**config.mk**
```make
export PLATFORM = sky130hd
export DESIGN_NAME = cpu_6502_alu_pipe
export DESIGN_NICKNAME = d
export VERILOG_FILES = /design/src/rtl/cpu_6502_alu_pipe.sv
export SDC_FILE = /design/constraint.sdc
export NUM_CORES = 1
export LEC_CHECK = 0
export CELL_PAD_IN_SITES_DETAIL_PLACEMENT = 1
export CELL_PAD_IN_SITES_GLOBAL_PLACEMENT = 1
export CORE_MARGIN = 2
export CORE_UTILIZATION = 39
export CTS_CLUSTER_SIZE = 14
export DETAILED_ROUTE_END_ITERATION = 7
export HOLD_SLACK_MARGIN = 0.1
export PLACE_DENSITY = 0.83
export SLEW_MARGIN = 5
export SYNTH_ARGS = -nofsm -noshare
export SYNTH_HDL_FRONTEND = slang
export SYNTH_SLANG_ARGS = --single-unit
export TNS_END_PERCENT = 50
```
**constraint.sdc**
```tcl
create_clock -name i_clk -period 7.7 [get_ports i_clk]
set_input_delay 1.54 -clock i_clk [delete_from_list [all_inputs] [get_ports i_clk]]
set_output_delay 1.54 -clock i_clk [all_outputs]
set_load 0.01 [all_outputs]
```
**src/rtl/cpu_6502_alu_pipe.sv**
```systemverilog
`timescale 1ns/1ps
// cpu_6502_alu_pipe
// 6502-style ALU behind a one-deep valid/ready output register.
// Binary operations complete in one cycle. Decimal ADC/SBC walks one BCD
// nibble per cycle, starting at the LSB, before presenting the result.
//
// Ports
//   i_clk, i_rst         clock, asynchronous active-high reset
//   i_valid / o_ready    operation handshake
//   i_func               opcode (AND EOR ORA BIT ADC AD1 SBC SB1 ASL LSR ROL ROR
//                        BYPASS CMP Q_F NOP)
//   i_left, i_right      operands
//   i_c, i_d             carry-in, decimal-mode flag
//   i_flush              synchronous abort of everything in flight or held
//   o_valid / i_ready    result handshake
//   o_q, o_c/o_z/o_v/o_n registered result and flags
module cpu_6502_alu_pipe #(
  parameter int WIDTH  = 8,
  parameter bit DEC_EN = 1'b1
) (
  input  logic             i_clk,
  input  logic             i_rst,
  input  logic             i_valid,
  output logic             o_ready,
  input  logic [3:0]       i_func,
  input  logic [WIDTH-1:0] i_left,
  input  logic [WIDTH-1:0] i_right,
  input  logic             i_c,
  input  logic             i_d,
  input  logic             i_flush,
  output logic             o_valid,
  input  logic             i_ready,
  output logic [WIDTH-1:0] o_q,
  output logic             o_c,
  output logic             o_z,
  output logic             o_v,
  output logic             o_n
);

  localparam int NIB   = WIDTH / 4;
  localparam int CNT_W = $clog2(NIB) + 1;
  localparam int MSB   = WIDTH - 1;

  localparam logic [3:0] F_AND = 4'h0, F_EOR = 4'h1, F_ORA = 4'h2, F_BIT = 4'h3,
                         F_ADC = 4'h4, F_AD1 = 4'h5, F_SBC = 4'h6, F_SB1 = 4'h7,
                         F_ASL = 4'h8, F_LSR = 4'h9, F_ROL = 4'hA, F_ROR = 4'hB,
                         F_BYP = 4'hC, F_CMP = 4'hD, F_QF  = 4'hE, F_NOP = 4'hF;

  typedef enum logic [1:0] {IDLE = 2'd0, BUSY = 2'd1, OUT = 2'd2} state_t;

  // Returns {carry_out, digit}.
  function automatic logic [4:0] bcd_add_nib(input logic [3:0] l, input logic [3:0] r,
                                             input logic cin);
    logic [4:0] s;
    s = {1'b0, l} + {1'b0, r} + {4'b0000, cin};
    if (s > 5'd9) bcd_add_nib = {1'b1, s[3:0] + 4'd6};
    else          bcd_add_nib = {1'b0, s[3:0]};
  endfunction

  // Returns {borrow_out, digit}.
  function automatic logic [4:0] bcd_sub_nib(input logic [3:0] l, input logic [3:0] r,
                                             input logic bin);
    logic signed [5:0] d;
    d = $signed({2'b00, l}) - $signed({2'b00, r}) - $signed({5'b00000, bin});
    if (d < 0) bcd_sub_nib = {1'b1, d[3:0] - 4'd6};
    else       bcd_sub_nib = {1'b0, d[3:0]};
  endfunction

  state_t           state_q, state_d;
  logic [WIDTH-1:0] q_q, q_d;
  logic             c_q, c_d, v_q, v_d;
  // Decimal working registers. left_q doubles as the result accumulator:
  // each step consumes its low nibble and shifts the new digit in at the top.
  logic [WIDTH-1:0] left_q, left_d, right_q, right_d;
  logic             sub_q, sub_d;
  logic             chain_q, chain_d;   // carry (ADC) or borrow (SBC) between nibbles
  logic             vdec_q, vdec_d;     // binary-mode overflow captured at accept
  logic [CNT_W-1:0] cnt_q, cnt_d;

  logic             accept, dec_op;
  logic [WIDTH:0]   sum_w, dif_w, cmp_w;
  logic [WIDTH-1:0] bin_q;
  logic             bin_c, bin_v;
  logic [4:0]       nib_w;

  assign o_ready = ((state_q == IDLE) || ((state_q == OUT) && i_ready)) && !i_flush;
  assign accept  = i_valid && o_ready;
  assign dec_op  = DEC_EN && i_d && ((i_func == F_ADC) || (i_func == F_SBC));

  always_comb begin
    sum_w = {1'b0, i_left} + {1'b0, i_right} + {{WIDTH{1'b0}}, i_c};
    dif_w = {1'b0, i_left} - {1'b0, i_right} - {{WIDTH{1'b0}}, ~i_c};
    cmp_w = {1'b0, i_left} - {1'b0, i_right};
    bin_q = '0;
    bin_c = 1'b0;
    bin_v = 1'b0;
    case (i_func)
      F_AND: bin_q = i_left & i_right;
      F_EOR: bin_q = i_left ^ i_right;
      F_ORA: bin_q = i_left | i_right;
      F_BIT: begin
        bin_q = i_left & i_right;
        bin_v = bin_q[WIDTH-2];
      end
      F_ADC: begin
        bin_q = sum_w[WIDTH-1:0];
        bin_c = sum_w[WIDTH];
        bin_v = ~(i_left[MSB] ^ i_right[MSB]) & (i_left[MSB] ^ sum_w[MSB]);
      end
      F_AD1: bin_q = i_left + {{(WIDTH-1){1'b0}}, 1'b1};
      F_SBC: begin
        // Carry out is the borrow bit of the extended difference.
        bin_q = dif_w[WIDTH-1:0];
        bin_c = dif_w[WIDTH];
        bin_v = (i_left[MSB] ^ dif_w[MSB]) & (i_left[MSB] ^ i_right[MSB]);
      end
      F_SB1: bin_q = i_left - {{(WIDTH-1){1'b0}}, 1'b1};
      F_ASL: begin
        bin_q = {i_left[WIDTH-2:0], 1'b0};
        bin_c = i_left[MSB];
      end
      F_LSR: begin
        bin_q = {1'b0, i_left[WIDTH-1:1]};
        bin_c = i_left[0];
      end
      F_ROL: begin
        bin_q = {i_left[WIDTH-2:0], i_c};
        bin_c = i_left[MSB];
      end
      F_ROR: begin
        bin_q = {i_c, i_left[WIDTH-1:1]};
        bin_c = i_left[0];
      end
      F_BYP: bin_q = i_left;
      F_CMP: begin
        bin_q = cmp_w[WIDTH-1:0];
        bin_c = cmp_w[WIDTH];
      end
      F_QF:  bin_q = '1;
      F_NOP: bin_q = '0;
      default: bin_q = '0;
    endcase
  end

  always_comb begin
    if (sub_q) nib_w = bcd_sub_nib(left_q[3:0], right_q[3:0], chain_q);
    else       nib_w = bcd_add_nib(left_q[3:0], right_q[3:0], chain_q);
  end

  always_comb begin
    state_d = state_q;
    q_d     = q_q;
    c_d     = c_q;
    v_d     = v_q;
    left_d  = left_q;
    right_d = right_q;
    sub_d   = sub_q;
    chain_d = chain_q;
    vdec_d  = vdec_q;
    cnt_d   = cnt_q;
    if (i_flush) begin
      state_d = IDLE;
    end else begin
      case (state_q)
        IDLE, OUT: begin
          if (accept) begin
            if (dec_op) begin
              state_d = BUSY;
              left_d  = i_left;
              right_d = i_right;
              sub_d   = (i_func == F_SBC);
              chain_d = (i_func == F_SBC) ? ~i_c : i_c;
              vdec_d  = bin_v;
              cnt_d   = '0;
            end else begin
              state_d = OUT;
              q_d     = bin_q;
              c_d     = bin_c;
              v_d     = bin_v;
            end
          end else if ((state_q == OUT) && i_ready) begin
            state_d = IDLE;
          end
        end
        BUSY: begin
          left_d  = {nib_w[3:0], left_q[WIDTH-1:4]};
          right_d = {4'b0000, right_q[WIDTH-1:4]};
          chain_d = nib_w[4];
          cnt_d   = cnt_q + CNT_W'(1);
          if (cnt_q == CNT_W'(NIB - 1)) begin
            state_d = OUT;
            q_d     = {nib_w[3:0], left_q[WIDTH-1:4]};
            c_d     = nib_w[4];
            v_d     = vdec_q;
          end
        end
        default: state_d = IDLE;
      endcase
    end
  end

  always_ff @(posedge i_clk or posedge i_rst) begin
    if (i_rst) begin
      state_q <= IDLE;
      q_q     <= '0;
      c_q     <= 1'b0;
      v_q     <= 1'b0;
      left_q  <= '0;
      right_q <= '0;
      sub_q   <= 1'b0;
      chain_q <= 1'b0;
      vdec_q  <= 1'b0;
      cnt_q   <= '0;
    end else begin
      state_q <= state_d;
      q_q     <= q_d;
      c_q     <= c_d;
      v_q     <= v_d;
      left_q  <= left_d;
      right_q <= right_d;
      sub_q   <= sub_d;
      chain_q <= chain_d;
      vdec_q  <= vdec_d;
      cnt_q   <= cnt_d;
    end
  end

  assign o_valid = (state_q == OUT);
  assign o_q     = q_q;
  assign o_c     = c_q;
  assign o_v     = v_q;
  assign o_z     = (q_q == '0);
  assign o_n     = q_q[MSB];

endmodule

```
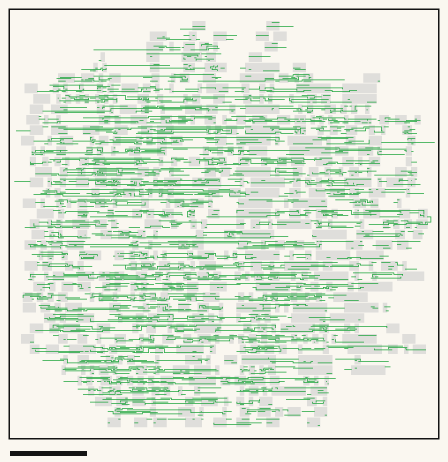
(met1 routing)
Bar = 20 um.
wire length on this layer	6,640 um
longest straight run	46.9 um
nets with wire on the layer	630
share of all routed wire	43%

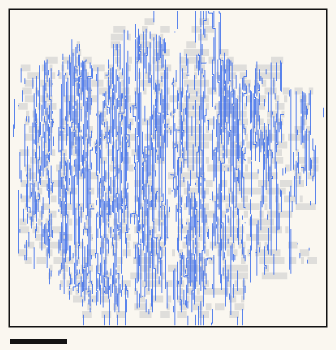
(the metal 2 layer)
Bar = 20 um.
share of all routed wire	51%
wire length on this layer	7,830 um
main direction	vertical

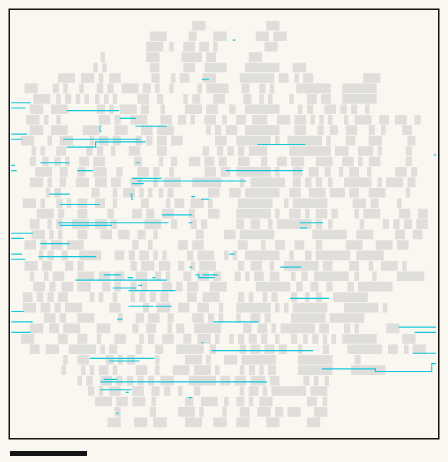
(M3 wires)
Bar = 20 um.
nets with wire on the layer	53
share of all routed wire	3.6%
main direction	horizontal
longest straight run	43.2 um

==> out/summary.log <==
qor: place.post-dp-hpwl 12,200 um
qor: layout.most_used_logic_cell_in_the_final_layout sky130_fd_sc_hd__nand2_1
qor: layout.layout_buffering_overhead_excluding_clock_cells 8.51%
qor: global_route.pin_count_of_the_biggest_net_entering_global_routing 40
qor: place.detailedPlace.worstSlack 2.32 ns
qor: run.warning_count 47
qor: layout.final_net_count 688
qor: place.io_buffer_count 40
qor: setup_path.cp_num_cells 11
qor: clock_network.tritoncts yes
qor: clock_network.cts_root_buffer sky130_fd_sc_hd__clkbuf_16
qor: drt.drc 0
qor: setup_path.critical_path.reg2reg.endpoint left_q[6]
qor: layout.layout.non_clock_inverters 50
qor: setup_path.cp.arrival 5.31 ns
qor: global_route.first_global_vias 4,696
qor: global_route.number_of_antenna_violations_at_the_first_check_in_global_routing 0
qor: setup_path.critical_path.n_buffers_inverters 1
qor: drt.met2RoutedLength 7830 um
qor: die.placementRows 39
qor: place.postPlaceCellArea 4980 sq um
qor: global_route.wire_length_of_the_first_global_routing_pass 24,900 um
qor: layout.multiInputCombCellCount 475
qor: synth.synth.area.top_cells sky130_fd_sc_hd__dfrtp_1 (18%), sky130_fd_sc_hd__ha_1 (12%), sky130_fd_sc_hd__a21oi_1 (5.0%), sky130_fd_sc_hd__nand2_1 (4.7%), sky130_fd_sc_hd__o21ai_0 (4.7%)
qor: clock_network.clkLatencyLatePin 0.28 ns
qor: sta.worst_clock_skew 0.00635 ns
qor: synth.syn_area_per_cell 7.57 sq um
qor: layout.comb_area_share 65.0%
qor: global_route.grt.total_usage 24.8%
qor: power_and_ir_drop.comb_cell_power 0.645 mW
qor: hold_path.timing.hold.worst.start right_q[6]
qor: sta.worstMarginPinSlew 1.04 ns
qor: layout.filler_cell_count 1,432
qor: die.floorplan.tapcells 143
qor: sta.rsz0062_at_grt false
qor: layout.area.share.sequential 16.0%
qor: synth.ys_sh_mux 2.72%
qor: clock_network.post_cts.repair.setup_buffers 0
qor: setup_path.worstSetupStartpoint i_func[3]
qor: drt.dr.max_layer_used met4
qor: setup_path.critical_path.max_stage_delay 0.87 ns
qor: synth.synth.yosys.warnings 0
qor: synth.synth_async_reset_ratio 100%
qor: power_and_ir_drop.power_top_consumer combinational logic
qor: power_and_ir_drop.fin_total_pwr 1.13 mW
qor: power_and_ir_drop.power_frac_seq 22.3%
qor: setup_path.crit_path_to o_q[7]
qor: power_and_ir_drop.power.sequential.total 0.251 mW
qor: status.run_status finished clean
qor: die.fp-utilization 39.7%
qor: sta.final.setup.tns 0 ns
qor: setup_path.cp_cell_sequence clkdlybuf4s50_1, nand2b_1, nor2_1, ha_1, a211oi_1, o21bai_1, o41ai_2, xnor2_1, a22o_1, o221ai_1, o2111ai_1
qor: die.floorplan.die.height 112 um
qor: synth.synth.most_common_cell sky130_fd_sc_hd__nand2_1
qor: power_and_ir_drop.total_leakage_power 2.17 nW
qor: synth.yosys-stat-area 4510 sq um
qor: die.io-pin-count 41
qor: setup_path.timing.setup.critical_path_class input pin to register
qor: layout.finish.cell_count_without_fillers 754
qor: global_route.use_met3 2.61%
qor: drt.wl_met1 6640 um
qor: drt.route.detailed.vias_per_inst 6.00
qor: layout.n_antenna_cell 0
qor: die.die_width 112 um
qor: power_and_ir_drop.power.share.switching 42.8%
qor: clock_network.post_cts_resize_count 0
qor: power_and_ir_drop.power.share.combinational 57.2%
qor: drt.detail_route.first_pass.iterations 4
qor: sta.setup_slack 2.53 ns
qor: layout.most-common-layout-cells sky130_fd_sc_hd__nand2_1 (57), sky130_fd_sc_hd__inv_1 (50), sky130_fd_sc_hd__nor2_1 (45), sky130_fd_sc_hd__a21oi_1 (45), sky130_fd_sc_hd__ha_1 (44)
qor: sta.fmaxAchievable 193 MHz
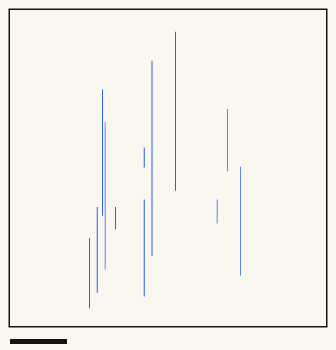
(met4 routing)
Bar = 20 um.
longest straight run	68.7 um
share of all routed wire	2.5%
nets with wire on the layer	10
main direction	vertical
total wire length: 15,400 um
vias: 4,523

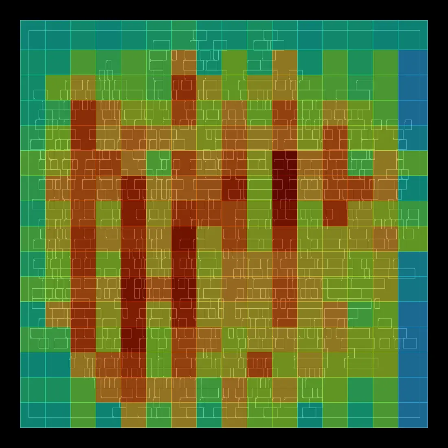
(routing congestion)
Post-Route Utilization: 45.3%
fraction of met2 tracks used by global routing: 45.1%
layer with the highest usage after global routing: met2
met1 track utilization from global routing: 30.8%

Power is estimated from default activity; no workload was simulated.
